[config.mk]
export PLATFORM = sky130hd
export DESIGN_NAME = pipeline_skid_register
export DESIGN_NICKNAME = d
export VERILOG_FILES = /design/src/rtl/pipeline_skid_register.sv
export SDC_FILE = /design/constraint.sdc
export NUM_CORES = 1
export LEC_CHECK = 0
export CAP_MARGIN = 10
export CORE_AREA = 2 2 86 88
export CTS_BUF_LIST = sky130_fd_sc_hd__clkbuf_8
export CTS_CLUSTER_SIZE = 16
export DETAILED_ROUTE_END_ITERATION = 8
export DIE_AREA = 0 0 88 90
export HOLD_SLACK_MARGIN = 0.15
export PLACE_DENSITY = 0.72
export SETUP_SLACK_MARGIN = 0.2
export SKIP_LAST_GASP = 1
export SYNTH_ARGS = -nofsm -noshare
export SYNTH_HDL_FRONTEND = slang
export SYNTH_SLANG_ARGS = --single-unit
[constraint.sdc]
create_clock -name clk -period 2.48 [get_ports clk]
set_input_delay 0.496 -clock clk [delete_from_list [all_inputs] [get_ports clk]]
set_output_delay 0.496 -clock clk [all_outputs]
set_load 0.02 [all_outputs]
[src/rtl/pipeline_skid_register.sv]
// Valid/ready elastic pipeline stage backed by a DEPTH-entry circular skid buffer.
// Optional feature macro: PIPELINE_FLUSH_ZERO_EN (flush zeroes entries, empty stage presents 0 on data_o).
module pipeline_skid_register #(
    parameter int unsigned WIDTH = 32,
    parameter int unsigned DEPTH = 2
) (
    input  logic                       clk,
    input  logic                       rst_n,
    input  logic                       valid_i,
    input  logic [WIDTH-1:0]           data_i,
    output logic                       ready_o,
    output logic                       valid_o,
    output logic [WIDTH-1:0]           data_o,
    input  logic                       ready_i,
    input  logic                       flush_i,
    input  logic                       global_flush_i,
    input  logic                       global_stall_i,
    output logic [$clog2(DEPTH+1)-1:0] count_o,
    output logic                       full_o,
    output logic                       empty_o
);

    localparam int unsigned CW = $clog2(DEPTH + 1);
    localparam int unsigned PW = (DEPTH > 1) ? $clog2(DEPTH) : 1;

    // Pointers wrap by explicit compare so DEPTH need not be a power of two.
    function automatic logic [PW-1:0] ptr_next(input logic [PW-1:0] p);
        logic [PW-1:0] r;
        if (p == PW'(DEPTH - 1)) begin
            r = '0;
        end else begin
            r = p + PW'(1);
        end
        return r;
    endfunction

    logic [WIDTH-1:0] mem_q [DEPTH];
    logic [WIDTH-1:0] mem_d [DEPTH];
    logic [PW-1:0]    head_q, head_d;
    logic [PW-1:0]    tail_q, tail_d;
    logic [CW-1:0]    count_q, count_d;

    logic flush_s;
    logic push_s;
    logic pop_s;

    // Status flags are decoded purely from the occupancy register.
    assign count_o = count_q;
    assign full_o  = (count_q == CW'(DEPTH));
    assign empty_o = (count_q == CW'(0));

    // Handshakes never look at the opposite side's ready/valid, so no combinational path crosses the stage.
    assign ready_o = rst_n & ~full_o & ~global_stall_i;
    assign valid_o = rst_n & ~empty_o & ~global_stall_i;

    assign flush_s = flush_i | global_flush_i;
    assign push_s  = valid_i & ready_o;
    assign pop_s   = valid_o & ready_i;

`ifdef PIPELINE_FLUSH_ZERO_EN
    assign data_o = empty_o ? '0 : mem_q[head_q];
`else
    assign data_o = mem_q[head_q];
`endif

    // Next-state for storage, pointers and occupancy; flush discards any same-cycle push/pop.
    always_comb begin
        mem_d   = mem_q;
        head_d  = head_q;
        tail_d  = tail_q;
        count_d = count_q;
        if (flush_s) begin
            head_d  = '0;
            tail_d  = '0;
            count_d = '0;
`ifdef PIPELINE_FLUSH_ZERO_EN
            for (int i = 0; i < int'(DEPTH); i++) begin
                mem_d[i] = '0;
            end
`endif
        end else begin
            if (push_s) begin
                mem_d[tail_q] = data_i;
                tail_d        = ptr_next(tail_q);
            end else begin
                tail_d = tail_q;
            end
            if (pop_s) begin
                head_d = ptr_next(head_q);
            end else begin
                head_d = head_q;
            end
            case ({push_s, pop_s})
                2'b10:   count_d = count_q + CW'(1);
                2'b01:   count_d = count_q - CW'(1);
                default: count_d = count_q;
            endcase
        end
    end

    // State register; reset clears pointers, count and every entry.
    always_ff @(posedge clk) begin
        if (!rst_n) begin
            head_q  <= '0;
            tail_q  <= '0;
            count_q <= '0;
            for (int i = 0; i < int'(DEPTH); i++) begin
                mem_q[i] <= '0;
            end
        end else begin
            head_q  <= head_d;
            tail_q  <= tail_d;
            count_q <= count_d;
            for (int i = 0; i < int'(DEPTH); i++) begin
                mem_q[i] <= mem_d[i];
            end
        end
    end

endmodule

### Gate families picked out

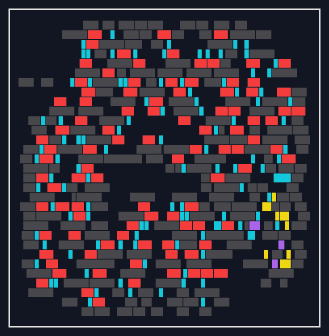
family	color	cells
NAND gates	cyan	104
NOR gates	yellow	8
multiplexers	red	97
inverting AOI/OAI gates	purple	3
Commonest Layout Cell: sky130_fd_sc_hd__nand2_1
Layout Cells excl Fill: 488
logic share of the area: 36.7%

### Placed cells, one color a class

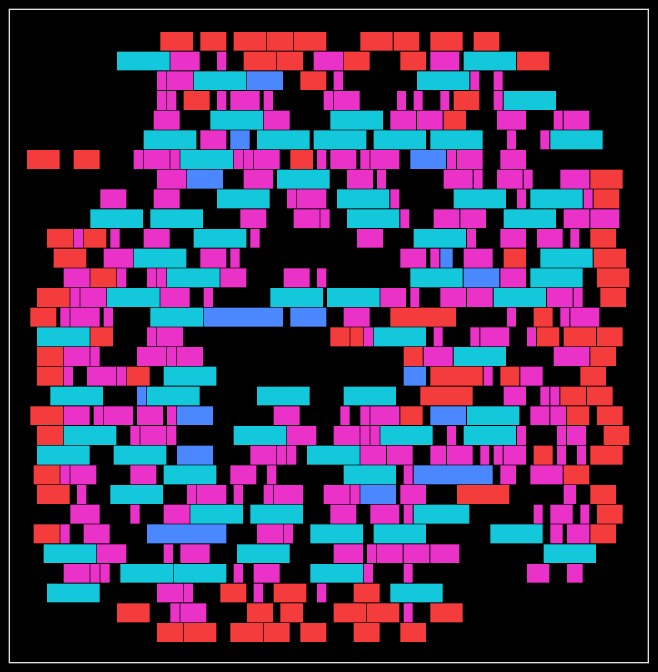
class	color	cells	share of their area
clock drivers and dummy loads	blue	16	5.9%
combinational and other logic	magenta	220	38%
other buffers and delay cells	red	85	23%
flops	cyan	68	33%
sequential cell area share: 32.5%
core region area: 7020 um^2
core utilization of the finished layout: 59.7%
Layout Cell Area excl Fill: 4190 um^2

==> out/results.tsv <==
metric	value	unit
Worst slew margin	59.9	%
final setup fails	0	
CTS Sinks	68	
Detailed Routing Iterations Pass 1	4	
Least-Margin Pin Slew	0.601	ns
number of antenna violations at the first check in global routing	0	
Post-Syn Nets	351	
register share after synthesis	44.8	%
number of flip-flops and latches in the synthesized netlist	68	
average via count per standard cell	4.81	
Iter 0 DRT Violations	93	
fin nets	424	
top-area cell type share of the netlist area	44.8	%
gr ovfl total	0	
floorplan core density	43.2	%
via count	2348	
via count of the first global-routing pass	2424	
YS chip area	3040	um^2
number of buffers on the longest clock path	2	
Filler Cells Inserted	606	
antenna violation net count after detailed routing	0	
Max VDD drop	0.326	mV
largest clock skew in the final design	0.00824	ns
final WL	6490	um
gate count of the mapped netlist	311	
top-level I/O count	77	
Critical Path AT	1.61	ns
power density cells	562	nW/um^2
die height	90	um
DRC	0	
aggregate negative setup slack	0	ns
Chip Width	88	um
worst setup path class	flip-flop to output pin	
warning count from the yosys run	0	
pin count of the biggest net entering global routing	64	
final worst-path cycle share	85.1	%
Critical Path End Type	output pin	
RSZ-0062 raised after global routing	no	
# Cells Yosys	311	
FMAX	0.474	GHz
Lkg Pwr	2.47	nW
result of the run	finished clean	
CTS tree	built	
### Sequential cells colored by netlist name

Other sequential cells in the stronger gray, the rest of the logic in the fainter gray.
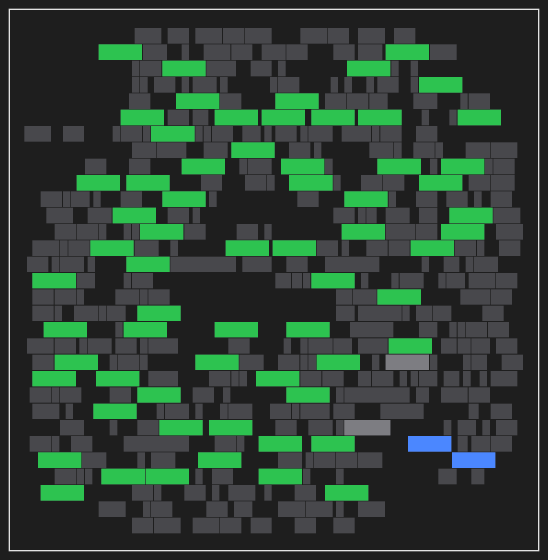
netlist name	color	placed flops
mem_q	green	64
count_o	blue	2
not colored	2
area of all sequential standard cells: 1360 um^2
power drawn by the sequential cells: 1.10 mW

## layout by cell type (no fill, tap or decap), drive strengths merged, types with 2 or more instances in the layout
cell type        n
buf              9
bufinv           3
clkbuf          10
clkdlybuf4s50   41
dfxtp           68
dlygate4sd2     10
dlymetal6s2s    24
inv              3
mux2            32
mux2i           65
nand2          101
nand2b           3
nor2             5
nor3b            2
or4              2
## cells by family (layout without fill, tap and decap cells)
group | after synthesis | in the layout | share of synthesized area, %
xor gates and xnor gates | 2 | 2 | 0.577
AOI/OAI and AO/OA | 3 | 3 | 0.618
and+or+nand+nor | 116 | 116 | 15.6
DFF | 68 | 68 | 44.8
adders and majority gates | 1 | 1 | 0.412
muxes | 97 | 97 | 33.3
buffers and inverters | 24 | 102 | 4.66
## worst paths after layout
kind	startpoint	to	slack [ns]	cells after the start
setup / recovery	head_q	data_o[30]	0.37	3
hold / removal	mem_q[63]	mem_q[63]	0.46	2
setup reg to reg	count_o[0]	mem_q[52]	0.73	4
hold reg to reg	mem_q[63]	mem_q[63]	0.46	2
## through the flow
step	power, mW	hold slack, ns	cells	setup WS, ns	utilization (%)
2_1_floorplan	1.20	0.434	311	0.407	-
3_3_place_gp	1.29	0.441	471	0.142	55.2
3_5_place_dp	1.29	0.451	471	0.112	55.2
4_1_cts	2.38	0.461	487	0.120	58.5
5_1_grt	2.44	0.481	488	0.296	59.7
6_report	2.36	0.456	488	0.370	59.7
## power by group
part	switching (mW)	internal, mW	total [mW]
registers	0.00375	1.10	1.10
logic	0.0750	0.0873	0.162
clock network	0.425	0.666	1.09
total	0.504	1.85	2.36
## routing by layer
metal | global-route usage (%) | up-vias | routed length, um
met5 | 0 | - | 0
met4 | 6.92 | 0 | 106
met3 | 4.13 | 10 | 295
met2 | 28.3 | 51 | 3120
met1 | 20.9 | 1102 | 2980
li1 | - | 1185 | -
## cells in the mapped netlist (all sizes together)
library cell and count:
xor2 1, nand2 101, nor3b 2, o21ai 1, xnor2 1, mux2 32
or2 1, or4 2, nor2b 1, ha 1, inv 1, buf 10
nand2b 3, nor2 5, a21oi 1, dfxtp 68, o311ai 1, or3 1
clkbuf 13, mux2i 65
## state kept, by name (all words and copies together), names as in the netlist
| name | cells |
|---|---|
| tail_q | 1 |
| head_q | 1 |
| count_o | 2 |
| mem_q | 64 |
## timing repair
action                                  4_1_cts  5_1_grt
gates cloned                                  0        1
buffers inserted                              0        0
endpoints found under the setup margin       33       25
hold buffers                                  0        0
resized                                      10       26
## area by class of cell
class	instances	area share [%]
repair buffers	85	22.1
clock inverters	7	2.75
flip-flops and latches	68	32.5
well taps	99	2.95
inverters	1	0.0895
multi-input cells	219	36.7
clock buffers	9	2.95
## worst max-delay path: stages (launching register included)
cell and delay (ns):
sky130_fd_sc_hd__dfxtp_2 0.39, sky130_fd_sc_hd__clkbuf_16 0.21, sky130_fd_sc_hd__mux2_2 0.35, sky130_fd_sc_hd__dlygate4sd2_1 0.33
No activity file was given, so power comes from the tool's default toggle rates.
